Fig. 1: I/O pins on the die edge
Scale bar: 20 um. Pins as bars across the die edge, other pins in gray.
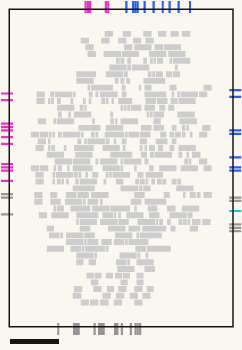
Fig. 2: wire density map
18 x 26 tiles, from white (low) to dark blue (high), scaled to the fullest tile. Values are wire area over tile area, all layers added.
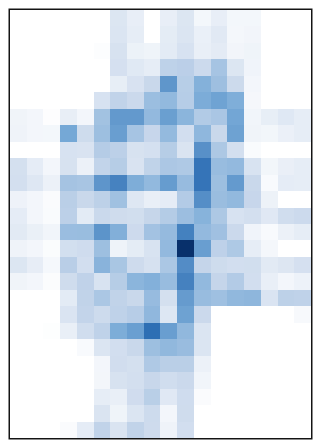
Fig. 3: the clock network
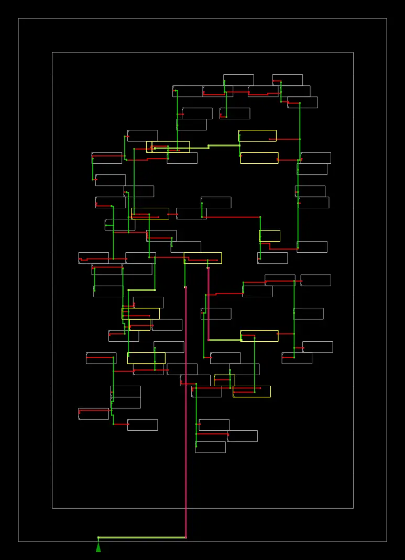
Design chunked_adder, sky130hd; sources not shown.
==> GITHUB_STEP_SUMMARY <==
## PnR job results

| Metric | Value |
|---|---|
| Clock power frac | `0.453` |
| Htree depth | `3` |
| Worst VDD drop | `0.0937 mV` |
| Clock slew at reported path FFs | `approximately 0.050 ns` |
| Min-Delay Path Depth | `2` |
| Nets | `just under 400` |
| DR iter-0 viols | `roughly 140` |
| Switching Fraction | `0.233` |
| Overflow after GRT | `0` |
| Diode count | `0` |
| Syn Inst Count | `between 200 and 300` |
| Placed Instance Area | `around 0.0034 sq mm` |
| Worst min path class | `reg -> reg` |
| Clk buf depth | `2` |
| RSZ-0062 raised after global routing | `no` |
| Max-slew violations | `0` |
| Internal power | `about 0.50 mW` |
| First-pass GRT wire length | `between 10 and 15 mm` |
| Ys async rst share | `0` |
| And+or+nand+nor area frac | `0.173` |
| Maximum capacitance violations | `0` |
| Post-CTS Setup Inserts | `0` |
| Required time worst endpoint | `9.34 ns` |
| Post-Syn Nets | `between 300 and 400` |
| TritonCTS clock tree | `done` |
| Number of setup violations in the final report | `0` |
| Min Tclk post-route | `3.67 ns` |
| CP Capture Type | `flip-flop` |
| Status | `completed` |
| Cells after DPL | `435` |
| DP Wirelength | `approximately 4.5 mm` |
| Worst rel slew slack | `0.372` |
| Max frequency | `273 MHz` |
| Syn Area/Cell | `between 9 and 10 sq um` |
| FF+latch count, synth | `between 50 and 60` |
| Design area | `about 0.0037 sq mm` |
| Layout area overhead | `30.9%` |
| Clk_lat worst skew | `0.32 ns` |
| Synth Cell Area | `~0.0028 sq mm` |
| Routability cong. | `around 0.79` |
| Setup tns final | `0 ns` |
| Adder share | `0.0595` |
| Cycle use final | `0.394` |
| Total die size | `0.0115 sq mm` |
| Final core occ | `0.449` |
| FP Rows | `41` |
| Final hold vios | `0` |
| Vias per cell | `4.87` |
| 1st-pass router iterations | `4` |
| Fp_density | `0.343` |
| PwrDens | `approximately 180 mW/mm^2` |
## Picture notes: Fig. 1
Blue is `sum`, pins 17, direction output, edge 10 north, 7 east. Cyan is `in_valid`, pins 1, direction input, edge east. Magenta is `a`, pins 16, direction input, edge 11 west, 5 north.
PortBufs: 56
die height: 128 um
DIE WIDTH: 90 um

## Picture notes: Fig. 2
6.0% of the tiles are over half the peak. 33% of the tiles are nearly empty. The mean over all tiles is 0.086. The fullest tile reaches 0.51. The densest ninth of the die: center. The emptiest ninth of the die: south-east.
WL/cell: 14.3 um
via count: 2186
Tot GR Track Use: 0.112
DRT Wirelength: 6.44 mm

## Picture notes: Fig. 3
layout clock buffer count: 13
total CTS buffers: 9

cells by family after synthesis:
group | count (synthesis)
AND/OR/NAND/NOR | 99
AND-OR/OR-AND | 65
flip-flops | 57
buffers and inverters | 36
XOR/XNOR | 17
adder cells (fa/ha/maj) | 11
multiplexers | 8
critical path: stages (launching register included):
cell and delay, ns:
dfxtp_1 0.67, buf_4 0.30, mux4_2 0.51, inv_1 0.11
fa_1 0.17, inv_1 0.05, fa_1 0.35, inv_1 0.07
fa_1 0.20, inv_1 0.06, fa_1 0.43, xnor2_1 0.20
nand3_1 0.10, a21oi_1 0.16
per-layer routing:
metal  wire length [um]  share of wire  global-route usage
met5                  0              0                   0
met4                111          0.017              0.0689
met3                183          0.028              0.0240
met2               3410           0.53               0.195
met1               2730           0.42               0.122
stage by stage:
stage | total power [mW] | hold WS (ns) | setup WS, ns
floorplan | 0.329 | 0.233 | 6.22
detailed placement | 0.359 | 0.246 | 5.30
global route | 0.676 | 0.275 | 5.35
finish | 0.649 | 0.250 | 5.63
CTS | 0.656 | 0.252 | 5.59
global placement | 0.357 | 0.239 | 5.36
layout make-up:
| cell class | instances | area [sq um] |
|---|---|---|
| sequential | 57 | 1140 |
| tap | 107 | 134 |
| timing repair buffer | 59 | 598 |
| clock buffer | 13 | 270 |
| multi-input combinational | 200 | 1490 |
| fill | 806 | 4520 |
| inverter | 13 | 48.8 |
cells in the mapped netlist, types with 4 or more instances:
master,count,area [sq um]
a211oi_2,16,200
nor2b_1,4,25.0
nand2_1,41,154
xnor2_1,17,149
nand4_1,4,25.0
a32oi_1,5,43.8
buf_2,7,35.0
inv_1,13,48.8
mux4_2,8,180
o21ai_0,6,30.0
nand3b_1,4,30.0
dfxtp_1,57,1140
nand3_1,6,30.0
fa_1,4,80.1
a21oi_1,30,150
ha_1,7,87.6
nor2_1,27,101
clkbuf_1,9,33.8
cell usage in the layout, fill, tap and decap left out, types with 6 or more instances in the layout:
cell / synthesis / final
mux4_2: 8 / 8
dfxtp_1: 57 / 57
clkbuf_16: 0 / 9
o21ai_0: 6 / 6
a21oi_1: 30 / 30
nand3_1: 6 / 6
clkdlybuf4s50_1: 0 / 55
nor2_1: 27 / 27
a211oi_2: 16 / 16
inv_1: 13 / 13
xnor2_1: 17 / 17
nand2_1: 41 / 41
ha_1: 7 / 7
power by group through the flow:
| stage | sequential, mW | clock, mW | combinational [mW] |
|---|---|---|---|
| 5_1_grt | 0.266 | 0.312 | 0.0982 |
| 3_3_place_gp | 0.269 | 0 | 0.0882 |
| 3_5_place_dp | 0.270 | 0 | 0.0895 |
| 2_1_floorplan | 0.266 | 0 | 0.0638 |
| 4_1_cts | 0.265 | 0.302 | 0.0897 |
| 6_report | 0.265 | 0.294 | 0.0900 |
Power is estimated from default activity; no workload was simulated.
